Figure 1. The metal 3 layer (run 1).
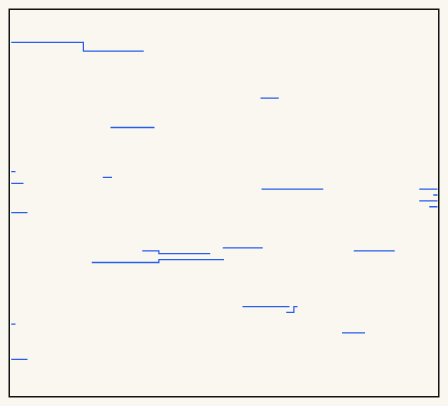
Figure 2. Wires at chosen ports, followed through buffers (run 1).
The bar under the picture is 20 um long.
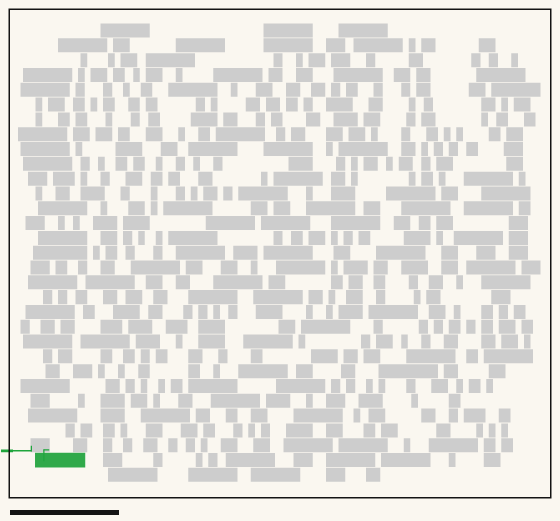
Figure 3. Sequential cells colored by netlist name (run 1).
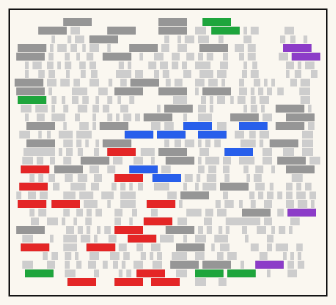
==> src/rtl/motor_drive_sequencer.sv <==
// Two-sided H-bridge drive sequencer with reversal dead time, PWM on the run
// states, a pump relay with post-request hold and a pulsed buzzer.
module motor_drive_sequencer #(
  parameter logic [7:0] PWM_DUTY  = 8'd192,
  parameter int         DEAD_CYC  = 16,
  parameter int         PUMP_HOLD = 1000,
  parameter int         BEEP_HALF = 5000
) (
  input  logic clk,
  input  logic rst,
  input  logic leftforward,
  input  logic leftbackwards,
  input  logic rightforward,
  input  logic rightbackwards,
  input  logic Buzzer,
  input  logic pump,
  output logic l_in1,
  output logic l_in2,
  output logic r_in1,
  output logic r_in2,
  output logic pump_out,
  output logic buzzer_out
);

  localparam logic [1:0] ST_COAST = 2'd0;
  localparam logic [1:0] ST_RUN   = 2'd1;
  localparam logic [1:0] ST_DEAD  = 2'd2;

  localparam logic [1:0] CMD_COAST = 2'd0;
  localparam logic [1:0] CMD_FWD   = 2'd1;
  localparam logic [1:0] CMD_REV   = 2'd2;
  localparam logic [1:0] CMD_BRAKE = 2'd3;

  localparam logic [7:0]  DEAD_LOAD = 8'(DEAD_CYC - 1);
  localparam logic [15:0] HOLD_LOAD = 16'(PUMP_HOLD);
  localparam logic [15:0] BEEP_TOP  = 16'(BEEP_HALF);

  // cmd_q bit order: {lf, lb, rf, rb, buzzer, pump}
  logic [5:0]       cmd_q;
  logic [7:0]       pwm_cnt_q;
  logic             pwm;
  logic [1:0][1:0]  side_raw;
  logic [1:0][1:0]  new_cmd;
  logic [1:0][1:0]  state_q, state_d;
  logic [1:0][1:0]  act_q, act_d;
  logic [1:0][7:0]  dead_q, dead_d;
  logic [1:0][1:0]  drive_q, drive_d;
  logic [15:0]      hold_q, hold_d;
  logic             pump_q, pump_d;
  logic [15:0]      beep_q, beep_d;
  logic             buz_q, buz_d;

  function automatic logic [1:0] decode(input logic [1:0] fb);
    case (fb)
      2'b10:   decode = CMD_FWD;
      2'b01:   decode = CMD_REV;
      2'b11:   decode = CMD_BRAKE;
      default: decode = CMD_COAST;
    endcase
  endfunction

  assign pwm      = (pwm_cnt_q < PWM_DUTY);
  assign side_raw = {cmd_q[3:2], cmd_q[5:4]};

  // Index 0 is the left side, index 1 the right side.
  always_comb begin
    state_d = state_q;
    act_d   = act_q;
    dead_d  = dead_q;
    drive_d = '0;
    new_cmd = '0;
    for (int s = 0; s < 2; s++) begin
      new_cmd[s] = decode(side_raw[s]);
      if (state_q[s] == ST_DEAD) begin
        // The command sampled at expiry is taken as-is, even a return to the old direction.
        if (dead_q[s] == 8'd0) begin
          act_d[s]   = new_cmd[s];
          state_d[s] = (new_cmd[s] == CMD_COAST) ? ST_COAST : ST_RUN;
        end else begin
          dead_d[s] = dead_q[s] - 8'd1;
        end
      end else if (new_cmd[s] != act_q[s]) begin
        if (new_cmd[s] == CMD_COAST) begin
          act_d[s]   = CMD_COAST;
          state_d[s] = ST_COAST;
        end else if (act_q[s] == CMD_COAST || act_q[s] == CMD_BRAKE) begin
          act_d[s]   = new_cmd[s];
          state_d[s] = ST_RUN;
        end else begin
          state_d[s] = ST_DEAD;
          dead_d[s]  = DEAD_LOAD;
        end
      end
      if (state_d[s] != ST_DEAD) begin
        case (act_d[s])
          CMD_FWD:   drive_d[s] = {pwm, 1'b0};
          CMD_REV:   drive_d[s] = {1'b0, pwm};
          CMD_BRAKE: drive_d[s] = 2'b11;
          default:   drive_d[s] = 2'b00;
        endcase
      end
    end
  end

  // Pump: a fall of the request is seen as pump_out high with no hold running.
  always_comb begin
    hold_d = hold_q;
    pump_d = 1'b0;
    if (cmd_q[0]) begin
      hold_d = '0;
      pump_d = 1'b1;
    end else if (pump_q && hold_q == 16'd0) begin
      hold_d = HOLD_LOAD;
      pump_d = 1'b1;
    end else if (hold_q != 16'd0) begin
      hold_d = hold_q - 16'd1;
      pump_d = (hold_q != 16'd1);
    end
  end

  // Beep counter runs 1..BEEP_HALF while held; zero marks a fresh request.
  always_comb begin
    beep_d = '0;
    buz_d  = 1'b0;
    if (cmd_q[1]) begin
      if (beep_q == 16'd0) begin
        beep_d = 16'd1;
        buz_d  = 1'b1;
      end else if (beep_q == BEEP_TOP) begin
        beep_d = 16'd1;
        buz_d  = ~buz_q;
      end else begin
        beep_d = beep_q + 16'd1;
        buz_d  = buz_q;
      end
    end
  end

  always_ff @(posedge clk or posedge rst) begin
    if (rst) begin
      cmd_q     <= '0;
      pwm_cnt_q <= '0;
      state_q   <= {ST_COAST, ST_COAST};
      act_q     <= {CMD_COAST, CMD_COAST};
      dead_q    <= '0;
      drive_q   <= '0;
      hold_q    <= '0;
      pump_q    <= 1'b0;
      beep_q    <= '0;
      buz_q     <= 1'b0;
    end else begin
      cmd_q     <= {leftforward, leftbackwards, rightforward, rightbackwards, Buzzer, pump};
      pwm_cnt_q <= pwm_cnt_q + 8'd1;
      state_q   <= state_d;
      act_q     <= act_d;
      dead_q    <= dead_d;
      drive_q   <= drive_d;
      hold_q    <= hold_d;
      pump_q    <= pump_d;
      beep_q    <= beep_d;
      buz_q     <= buz_d;
    end
  end

  assign l_in1      = drive_q[0][1];
  assign l_in2      = drive_q[0][0];
  assign r_in1      = drive_q[1][1];
  assign r_in2      = drive_q[1][0];
  assign pump_out   = pump_q;
  assign buzzer_out = buz_q;

endmodule
==> config.mk <==
export PLATFORM = sky130hd
export DESIGN_NAME = motor_drive_sequencer
export DESIGN_NICKNAME = d
export VERILOG_FILES = /design/src/rtl/motor_drive_sequencer.sv
export SDC_FILE = /design/constraint.sdc
export NUM_CORES = 1
export LEC_CHECK = 0
export ABC_CLOCK_PERIOD_IN_PS = 2750
export CAP_MARGIN = 20
export CELL_PAD_IN_SITES_DETAIL_PLACEMENT = 1
export CELL_PAD_IN_SITES_GLOBAL_PLACEMENT = 1
export CORE_ASPECT_RATIO = 0.9
export CORE_MARGIN = 1
export CORE_UTILIZATION = 48
export CTS_CLUSTER_DIAMETER = 150
export DETAILED_ROUTE_END_ITERATION = 7
export GPL_TIMING_DRIVEN = 0
export PLACE_DENSITY_LB_ADDON = 0.25
export SLEW_MARGIN = 5
export SYNTH_ARGS = -nofsm -noshare
export SYNTH_HDL_FRONTEND = slang
export SYNTH_SLANG_ARGS = --single-unit
==> constraint.sdc <==
create_clock -name clk -period 2.75 [get_ports clk]
set_input_delay 0.4125 -clock clk [delete_from_list [all_inputs] [get_ports clk]]
set_output_delay 0.4125 -clock clk [all_outputs]
set_load 0.02 [all_outputs]
==> run notes, run 1 <==
Status of the implementation.

- In this run the deepest clock path goes through 2 buffers.
- The average vias per placed instance is 5.94, for reference.
- The data arrival time of the worst path is 2.39 ns, for reference.
- The top power group is combinational cells, for reference.
- The synthesis run shows the most used standard cells to be dfrtp_1 (76), a21oi_1 (27), nor2_1 (27).
- The highest fanout seen on the critical path is 10, for reference.
- Looking at the max-slew report, the worst-margin pin has a slew of 0.624 ns.
- The startpoint of the worst-slack reg-to-reg timing path is beep_q[5], for reference.
- The placed wire-length estimate after detailed placement is 6.42 mm, for reference.
- The clock tree from TritonCTS is done, for reference.
- The path class of the lowest-slack min-delay path is in -> async, for reference.
- The cell class with the largest area share is logic gates, for reference.
- The post-synthesis sequential area ratio is 46.6%, for reference.
- The max-slew check reports its worst relative slack as 58.3%.
- The clock network fraction of total power is 20.4%, for reference.
- The met1 routed wirelength after detailed routing is 4.35 mm, for reference.
- The most repeated cell in the gate-level netlist after synthesis is dfrtp_1, for reference.
- The number of nets with antenna violations after detailed routing is 0, for reference.
- The number of clock sinks came to 76.
- The clock tree root driver cell is clkbuf_8, for reference.
- The layout report lists the multi-input gate area as 0.00201 mm^2.
- After synthesis, the cell types taking the most area are dfrtp_1 (47%), xnor2_1 (4.1%), a21oi_1 (3.3%).
- The first TritonRoute pass finished after 4 iterations.
- After synthesis, the largest family of logic cells by area is simple AND/OR/NAND/NOR gates.
- In this run the worst setup path terminates at beep_q[10].
- On met1, the global router reports a usage of 27.7%.
- The relative area of clock buffers and inverters in the final design is 4.44%, for reference.
- Setup repair after global routing left no endpoint under its margin.
- Yosys reports that the leading cell type by area covers 46.6% of the netlist area.
- The end of the worst register-to-register path is beep_q[10], for reference.
- The hold violation count in the final report is 0, for reference.
- Once the clock tree was built, the setup fixing pass inserted 0 buffers.
- The power report lists the clock group at 0.885 mW.
- The static leakage power is 1.90 nW, for reference.
- Measured against the total synthesized area, the mux share comes to 0.245%.
- The first-pass GRT wire length is 16.0 mm, for reference.
- Summed over all routing layers, the global router reports a total usage of 23.0%.
- Before placement the cells fill 50.1% of the core.
- The critical setup path kind is reg -> reg, for reference.
- Per the layout report, the design carries 949 filler cells.
- The cell accounting for the most synthesized area is dfrtp_1, for reference.
- The final timing report counts setup violations totalling 0.
- The worst path buffer plus inverter count is 2, for reference.
- The worst setup path startpoint is beep_q[5], for reference.
- The routed design uses 167 um of met3 wire.
- The largest vdd supply drop is 656 uV, for reference.
- The synthesis report names the predominant flop master as dfrtp_1.
- Input and output buffers added on the ports amount to 13.
- The netlist area before placement is 0.00408 mm^2, for reference.
- Cells fill 56.1% of the core in the end.
- Per the layout area report, the combinational fraction of cell area is 44.0%.
- Per the Yosys statistics, synthesis produced 416 cells.
- Per the detail_route report, routed wire per instance is 16.8 um.
- The chip area line in the Yosys stat output reads 0.00408 mm^2.
- Listed in order, past its start point the critical path passes clkbuf_1 -> nor4_1 -> nand4b_1 -> o21ai_1 -> clkbuf_1 -> nor2_1.
- Setup total negative slack on the finished layout was measured at 0 ns.
- Per the detail_route log, the uppermost layer with routed signals is met4.
- The warning tally printed by Yosys for this design is 0.
- Max-cap violations in this run came to 0.
- The worst path in the final design needs a cycle of 2.18 ns, including I/O delays and setup.
- The finished cells cover 0.00457 mm^2.
- The critical path crosses 6 cells after its start point.
- The required arrival time at the worst endpoint is 2.96 ns, for reference.
- The number of DRC violations after detailed routing is 0, for reference.
- Global routing used 41.4% of the available met2 tracks.
- Timing would allow up to 458 MHz.
- The number of warnings reported in the stage logs is 31.
- met2 is the most crowded layer.
- The depth of the worst register-to-register path is 6, for reference.
- The register share of total power is 36.6%, for reference.
- The registers reported with the highest flop counts are beep_q (16), dead_q (16), hold_q (16).
- Across all register-to-register paths, the minimum setup slack is 0.57 ns.
- In the final layout, excluding clock inverters the inverter count is 24.
- The gate count of the mapped netlist is 416, for reference.
- Yosys mapped the design onto 60 distinct sky130hd cell types.
- The die outline area is 0.00887 mm^2, for reference.
- The die outline height is 89.5 um, for reference.
- For this design the top-level I/O count stands at 14.
- Per STA, the highest per-stage delay on the worst path measures 0.45 ns.
- The internal power consumption is 2.61 mW, for reference.
- The number of antenna violations at the first check in global routing is 0, for reference.
- The combinational fraction of design power is 43.0%, for reference.
- Entering global routing, the biggest net connects 70 pins.
- After layout, the buffer instance count without clock buffers stands at 32.
- In this run, synthesis inferred 0 flip-flops with an integrated enable.
- The parity-gate share of the synthesized area counting xor and xnor cells is 6.87%, for reference.
- The net switching component of the power is 1.73 mW, for reference.
- The family of cells with the greatest summed delay on the critical path is simple AND/OR/NAND/NOR gates, for reference.
- The number of global-route vias before repair came to 3379.
- The most common library cell in the layout ignoring fill and taps is dfrtp_1, for reference.
- The run finished with clean final reports.
- The net count after synthesis is 434, for reference.
- The library cells used most frequently in the layout, excluding fill and tap cells, are dfrtp_1 (76), a21oi_1 (27), nor2_1 (27).
- Of the available clock period, the critical path in the final layout requires 79.4%.
- The weighted congestion reported at the end of routability-driven placement is 0.832, for reference.
- The flip-flop and latch area is 0.00190 mm^2, for reference.
- The sequential portion of the cell area is 41.7%, for reference.
- As reported, the later end of the worst-skew pair has a clock insertion delay of 0.35 ns.
- The tightest hold margin is 0.300 ns, for reference.
-- Figure 1 (at the start) --
share of all routed wire: 1.8%
longest straight run: 16.6 um
main direction: horizontal
nets with wire on the layer: 15

-- Figure 2 (at the start) --
legend:
  pump:
    color: green
    bits: 1
    direction: input
    end_cells: 1
    wire: 7.30 um

-- Figure 3 (at the start) --
legend:
  state_q:
    color: purple
    placed_flops: 4
  hold_q:
    color: red
    placed_flops: 16
  pwm_cnt_q:
    color: blue
    placed_flops: 8
    where: middle
  cmd_q:
    color: green
    placed_flops: 6
    where: spread over the die

Figure 4. Congestion heat map (run 1).
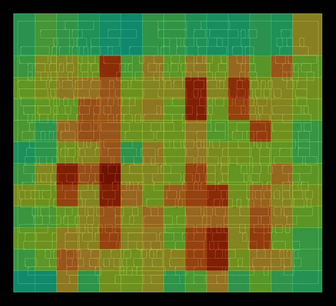

==> run 2: changes to the inputs <==
--- a/config.mk
+++ b/config.mk
@@ -5,13 +5,13 @@
 export SDC_FILE = /design/constraint.sdc
 export NUM_CORES = 1
 export LEC_CHECK = 0
-export ABC_CLOCK_PERIOD_IN_PS = 2750
+export ABC_CLOCK_PERIOD_IN_PS = 2000
 export CAP_MARGIN = 20
 export CELL_PAD_IN_SITES_DETAIL_PLACEMENT = 1
 export CELL_PAD_IN_SITES_GLOBAL_PLACEMENT = 1
 export CORE_ASPECT_RATIO = 0.9
 export CORE_MARGIN = 1
-export CORE_UTILIZATION = 48
+export CORE_UTILIZATION = 44
 export CTS_CLUSTER_DIAMETER = 150
 export DETAILED_ROUTE_END_ITERATION = 7
 export GPL_TIMING_DRIVEN = 0
==> constraint.sdc (replaced) <==
create_clock -name clk -period 2 [get_ports clk]
set_input_delay 0.3 -clock clk [delete_from_list [all_inputs] [get_ports clk]]
set_output_delay 0.3 -clock clk [all_outputs]
set_load 0.02 [all_outputs]
Figure 5. Congestion heat map (run 2).
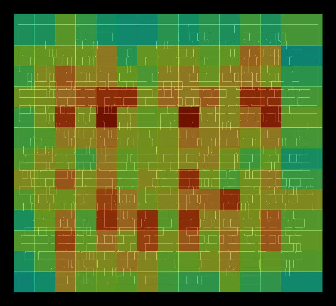
total global routing track utilization: 22.7%
global routing met1 resource utilization: 27.8%
final cell utilization of the core: 53.2%
busiest layer in global routing: met2

==> run notes, run 2 <==
Status of the implementation.

- The setup slack of the worst register-to-register path is 0.07 ns (was 0.57 ns).
- The end of the worst register-to-register path is hold_q[15] (was beep_q[10]).
- The headroom to the max-slew limit is 58.8% (was 58.3%), for reference.
- The highest fanout seen on the critical path came to 5 (was 10).
- The sequential portion of the cell area is 40.8% (was 41.7%).
- The depth of the worst register-to-register path is 4 (was 6), for reference.
- The total negative slack is 0 ns (unchanged), for reference.
- The fill cell instance count of the final layout is 970 (was 949), for reference.
- The register share of total power is 36.6% (about the same), for reference.
- The met1 routed wirelength after detailed routing is 4.47 mm (was 4.35 mm), for reference.
- The combined area of the multi-input logic cells is 0.00209 mm^2 (was 0.00201 mm^2), for reference.
- The number of primary I/O pins came to 14 (unchanged).
- The fraction of synthesized cell area taken by the top area cell type came to 46.6% (unchanged).
- The final routed wire length divided by cell count is 17.2 um (was 16.8 um), for reference.
- Largest registers in the final layout: beep_q (16), dead_q (16), hold_q (16) (unchanged).
- The average vias per placed instance was 5.79 (was 5.94).
- The delay of the slowest cell on the worst path is 0.56 ns (was 0.45 ns).
- The dominant non-sequential cell family after synthesis is simple AND/OR/NAND/NOR gates (unchanged), for reference.
- The area reported by Yosys stat is 0.00408 mm^2 (unchanged), for reference.
- The cell accounting for the most synthesized area is dfrtp_1 (unchanged), for reference.
- Commonest cells after routing, fill and taps aside: dfrtp_1 (72), a21oi_1 (27), nor2_1 (27) (was dfrtp_1 (76), a21oi_1 (27), nor2_1 (27)).
- The combinational fraction of design power is 45.9% (was 43.0%), for reference.
- The top power group is combinational cells (unchanged), for reference.
- The total setup buffers inserted after CTS came to 1 (was 0).
- The worst setup path startpoint is hold_q[13] (was beep_q[5]).
- The maximum root-to-sink buffer count is 2 (unchanged), for reference.
- The number of max-cap violations is 0 (unchanged), for reference.
- The path class of the lowest-slack min-delay path is in -> async (unchanged), for reference.
- The stage-log warning count is 32 (was 31), for reference.
- The final-report setup violation count is 0 (unchanged).
- The data arrival time of the worst path is 2.22 ns (was 2.39 ns), for reference.
- The netlist area before placement is 0.00408 mm^2 (unchanged), for reference.
- The distinct cell type count of the synthesized netlist came to 60 (unchanged).
- The parity-gate share of the synthesized area counting xor and xnor cells came to 6.87% (unchanged).
- The clock network fraction of total power was 17.5% (was 20.4%).
- The net switching component of the power is 2.49 mW (was 1.73 mW), for reference.
- The cell class with the largest area share is logic gates (unchanged), for reference.
- The number of flops mapped to enable cells by yosys is 0 (unchanged), for reference.
- The startpoint of the worst-slack reg-to-reg timing path is hold_q[13] (was beep_q[5]), for reference.
- The floorplan utilization is 46.5% (was 50.1%), for reference.
- The transition time at the pin with the least slew margin is 0.612 ns (was 0.624 ns).
- The logic share of the area was 44.8% (was 44.0%).
- The weighted congestion reported at the end of routability-driven placement was 0.760 (was 0.832).
- Cell types with the largest area share after synthesis: dfrtp_1 (47%), xnor2_1 (4.1%), a21oi_1 (3.3%) (unchanged).
- The number of non-clock inverters is 24 (unchanged), for reference.
- The largest vdd supply drop came to 1080 uV (was 656 uV).
- The clock latency of the later-clocked register in the worst-skew pair is 0.36 ns (was 0.35 ns).
- The static leakage power is 1.91 nW (was 1.90 nW), for reference.
- The net count after synthesis is 434 (unchanged), for reference.
- The number of standard cells reported by yosys was 416 (unchanged).
- The maximum number of pins on one net before global-route repair came to 38 (was 70).
- The hold violation count in the final report was 0 (unchanged).
- The critical path capture point is hold_q[15] (was beep_q[10]).
- The sum of met3 wire segment lengths after detailed routing is 250 um (was 167 um), for reference.
- The first-pass GRT wire length came to 17.0 mm (was 16.0 mm).
- The final critical path time including I/O delays and setup is 1.93 ns (was 2.18 ns).
- The critical setup path kind was reg -> reg (unchanged).
- The warning count from the yosys run was 0 (unchanged).
- The area fraction in mux cells was 0.245% (unchanged).
- The maximum operating frequency is 518 MHz (was 458 MHz), for reference.
- The power of the clock network is 1.04 mW (was 0.885 mW), for reference.
- The most repeated cell in the gate-level netlist after synthesis is dfrtp_1 (unchanged).
- The count of port buffers added during placement is 13 (unchanged), for reference.
- The clock sink count is 76 (unchanged), for reference.
- The family of cells with the greatest summed delay on the critical path is simple AND/OR/NAND/NOR gates (unchanged), for reference.
- The number of global-route vias before repair is 3611 (was 3379), for reference.
- Run status: complete, no violations (unchanged).
- The die outline height is 93.3 um (was 89.5 um), for reference.
- The flip-flop and latch area was 0.00191 mm^2 (was 0.00190 mm^2).
- The met2 demand-to-capacity share in global routing came to 38.1% (was 41.4%).
- The worst path buffer plus inverter count is 0 (was 2), for reference.
- The required arrival time at the worst endpoint is 2.29 ns (was 2.96 ns).
- The clock tree from TritonCTS is done (unchanged).
- RSZ-0062 raised after global routing: true (was false).
- The non-clock buffer count in the final layout is 33 (was 32).
- The number of antenna violations at the first check in global routing is 0 (unchanged), for reference.
Figure 6. The metal 3 layer (run 2).
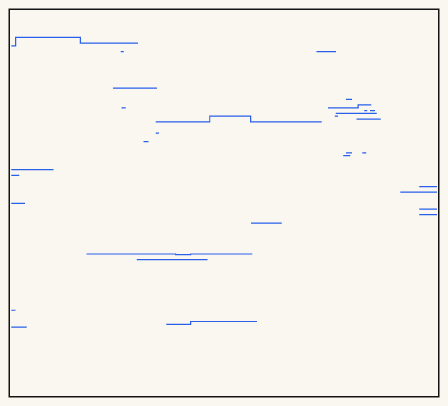

==> run 3: changes to the inputs <==
--- a/config.mk
+++ b/config.mk
@@ -15,7 +15,7 @@
 export CTS_CLUSTER_DIAMETER = 150
 export DETAILED_ROUTE_END_ITERATION = 7
 export GPL_TIMING_DRIVEN = 0
-export PLACE_DENSITY_LB_ADDON = 0.25
+export PLACE_DENSITY = 0.8
 export SLEW_MARGIN = 5
 export SYNTH_ARGS = -nofsm -noshare
 export SYNTH_HDL_FRONTEND = slang
Figure 7. The metal 3 layer (run 3).
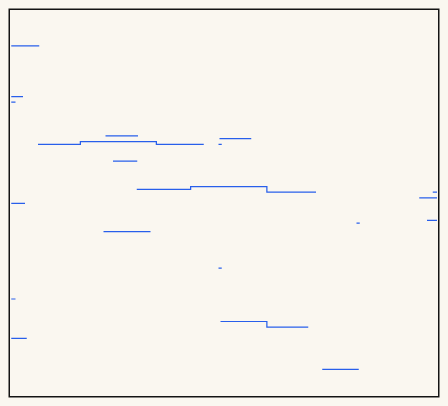
share of all routed wire: 1.9%
longest straight run: 18.4 um
main direction: horizontal
nets with wire on the layer: 12
wire length on this layer: 173 um

==> run notes, run 3 <==
Status of the implementation.

- The combined area of the multi-input logic cells was 0.00213 mm^2 (was 0.00209 mm^2).
- The largest vdd supply drop is 788 uV (was 1080 uV), for reference.
- The number of global-route vias before repair is 3290 (was 3611), for reference.
- The worst slack at placement is -0.272 ns (was -0.209 ns), for reference.
- The cell class with the largest area share is logic gates (unchanged).
- The total global routing track utilization is 20.8% (was 22.7%).
- The busiest layer in global routing is met2 (unchanged), for reference.
- The placed wire-length estimate after detailed placement is 6.59 mm (was 6.72 mm), for reference.
- Ordered cell list for the critical path: or4_4 -> or2_0 -> or4_4 -> a21oi_2 (unchanged).
- The average vias per placed instance is 5.78 (was 5.79), for reference.
- The number of DRC violations after detailed routing is 0 (unchanged), for reference.
- The floorplan utilization is 46.5% (unchanged), for reference.
- The maximum number of pins on one net before global-route repair is 38 (unchanged), for reference.
- The tightest hold margin is 0.223 ns (was 0.228 ns), for reference.
- The die outline height is 93.3 um (unchanged), for reference.
- The delay of the slowest cell on the worst path came to 0.55 ns (was 0.56 ns).
- The clock tree from TritonCTS is done (unchanged).
- The distinct cell type count of the synthesized netlist came to 60 (unchanged).
- The power of the clock network is 1.04 mW (about the same), for reference.
- The post-synthesis sequential area ratio is 46.6% (unchanged), for reference.
- The finished layout cell area came to 0.00472 mm^2 (was 0.00467 mm^2).
- The startpoint of the worst-slack reg-to-reg timing path was hold_q[12] (was hold_q[13]).
- The cell area after placement was 0.00440 mm^2 (unchanged).
- The multi-input gate count was 298 (unchanged).
- The most repeated library cell on the critical path is or4_4 (unchanged).
- Cell types with the largest area share after synthesis: dfrtp_1 (47%), xnor2_1 (4.1%), a21oi_1 (3.3%) (unchanged).
- The count of port buffers added during placement came to 13 (unchanged).
- The transition time at the pin with the least slew margin came to 0.523 ns (was 0.612 ns).
- The depth of the worst register-to-register path is 4 (unchanged), for reference.
- The most common library cell in the layout ignoring fill and taps is dfrtp_1 (unchanged), for reference.
- The final clock skew is 0.0121 ns (was 0.0104 ns), for reference.
- The flip-flop and latch count after synthesis is 76 (unchanged).
- The top routing layer in use is met4 (unchanged), for reference.
- The number of primary I/O pins is 14 (unchanged), for reference.
- Largest registers in the final layout: beep_q (16), dead_q (16), hold_q (16) (unchanged).
- The flip-flop cell with the highest count after synthesis is dfrtp_1 (unchanged), for reference.
- The flip-flop and latch area came to 0.00191 mm^2 (unchanged).
- The number of antenna violations at the first check in global routing was 0 (unchanged).
- The hold violation count in the final report is 0 (unchanged), for reference.
- The first-pass GRT wire length is 15.7 mm (was 17.0 mm), for reference.
- The family of cells with the greatest summed delay on the critical path is simple AND/OR/NAND/NOR gates (unchanged), for reference.
- Leading post-synthesis cells by instance count: dfrtp_1 (76), a21oi_1 (27), nor2_1 (27) (unchanged).
- The register share of total power came to 37.1% (was 36.6%).
- The sequential portion of the cell area was 40.4% (was 40.8%).
- The area reported by Yosys stat was 0.00408 mm^2 (unchanged).
- The final core utilization is 53.9% (was 53.2%), for reference.
- The met2 demand-to-capacity share in global routing is 34.3% (was 38.1%).
- The met1 routed wirelength after detailed routing is 4.46 mm (was 4.47 mm).
- The maximum operating frequency is 513 MHz (was 518 MHz).
- The highest fanout seen on the critical path is 4 (was 5), for reference.
- The sum of met3 wire segment lengths after detailed routing is 172 um (was 250 um), for reference.
- The end of the worst register-to-register path is hold_q[15] (unchanged), for reference.
- The non-clock buffer count in the final layout is 34 (was 33), for reference.
- The relative area of clock buffers and inverters in the final design is 3.58% (was 3.48%), for reference.
- The final critical path time including I/O delays and setup is 1.95 ns (was 1.93 ns), for reference.
- The number of flops mapped to enable cells by yosys is 0 (unchanged), for reference.
- The internal power consumption came to 3.48 mW (was 3.49 mW).
- The ratio of final minimum period to clock period came to 97.4% (was 96.6%).
- The fill cell instance count of the final layout was 970 (unchanged).
- The area of the placeable core was 0.00877 mm^2 (unchanged).
- The post-cts repair resize count is 10 (was 5).
- The most repeated cell in the gate-level netlist after synthesis is dfrtp_1 (unchanged), for reference.
- The top power group is combinational cells (unchanged), for reference.
- The horizontal die dimension is 103 um (unchanged), for reference.
- The static leakage power is 1.93 nW (was 1.91 nW), for reference.
- The sequential power is 2.21 mW (was 2.19 mW).
- The total setup buffers inserted after CTS came to 1 (unchanged).
- The setup slack of the worst register-to-register path is 0.05 ns (was 0.07 ns), for reference.
- The net count after synthesis came to 434 (unchanged).
- The clock network fraction of total power is 17.5% (about the same), for reference.
- The net switching component of the power was 2.47 mW (was 2.49 mW).
- The power of the combinational group is 2.70 mW (was 2.75 mW), for reference.
- The met1 usage in global routing was 27.4% (was 27.8%).
- The final-report setup violation count is 0 (unchanged), for reference.
- The netlist area before placement came to 0.00408 mm^2 (unchanged).
- The logic share of the area was 45.1% (was 44.8%).
- The critical path capture point is hold_q[15] (unchanged).
- The gate count of the mapped netlist is 416 (unchanged), for reference.
- The number of DRC markers after the initial detailed-route iteration was 94 (was 71).
- The number of nets with antenna violations after detailed routing was 0 (unchanged).
- The final routed wire length divided by cell count is 16.3 um (was 17.2 um).
- The post-cts hold buffer count is 0 (unchanged).
- The number of standard cells reported by yosys is 416 (unchanged), for reference.
- The worst path buffer plus inverter count came to 0 (unchanged).
- The count of TritonRoute iterations in the first routing pass came to 4 (unchanged).
- The headroom to the max-slew limit came to 64.8% (was 58.8%).
- The cell accounting for the most synthesized area was dfrtp_1 (unchanged).
- The total negative slack is 0 ns (unchanged).
- The synthesis-to-finish area growth is 15.8% (was 14.4%).
- The clock latency of the later-clocked register in the worst-skew pair is 0.35 ns (was 0.36 ns), for reference.
- The number of max-cap violations is 0 (unchanged), for reference.
- The fraction of registers with async set/reset is 100% (unchanged).
- Commonest cells after routing, fill and taps aside: dfrtp_1 (72), nor2_1 (27), a21oi_1 (26) (was dfrtp_1 (72), a21oi_1 (27), nor2_1 (27)).
- The path class of the lowest-slack min-delay path is in -> async (unchanged), for reference.
- The maximum root-to-sink buffer count is 2 (unchanged).
- The dominant non-sequential cell family after synthesis is simple AND/OR/NAND/NOR gates (unchanged).
- The data arrival time of the worst path is 2.23 ns (was 2.22 ns), for reference.
- The post-route total power is 5.95 mW (was 5.99 mW), for reference.
- The fraction of synthesized cell area taken by the top area cell type is 46.6% (unchanged), for reference.
- The mean instance size in the synthesized netlist is 9.81 um^2 (unchanged), for reference.
- Run status: complete, no violations (unchanged).
- The number of cells on the critical path is 4 (unchanged), for reference.
- The die outline area is 0.00966 mm^2 (unchanged), for reference.
- The worst setup path startpoint was hold_q[12] (was hold_q[13]).
- The parity-gate share of the synthesized area counting xor and xnor cells is 6.87% (unchanged).
- The critical setup path kind is reg -> reg (unchanged).
- The combinational fraction of design power was 45.4% (was 45.9%).
- The stage-log warning count was 31 (was 32).
- The clock sink count came to 76 (unchanged).
- The warning count from the yosys run is 0 (unchanged), for reference.
- The required arrival time at the worst endpoint came to 2.28 ns (was 2.29 ns).
- The tally of non-filler cells in the final layout is 567 (was 566), for reference.
- The area fraction in mux cells is 0.245% (unchanged).
- The weighted congestion reported at the end of routability-driven placement is 0.797 (was 0.760), for reference.
- The number of non-clock inverters is 24 (unchanged), for reference.
- The clock tree root driver cell was clkbuf_8 (unchanged).
No activity file was given, so power comes from the tool's default toggle rates.
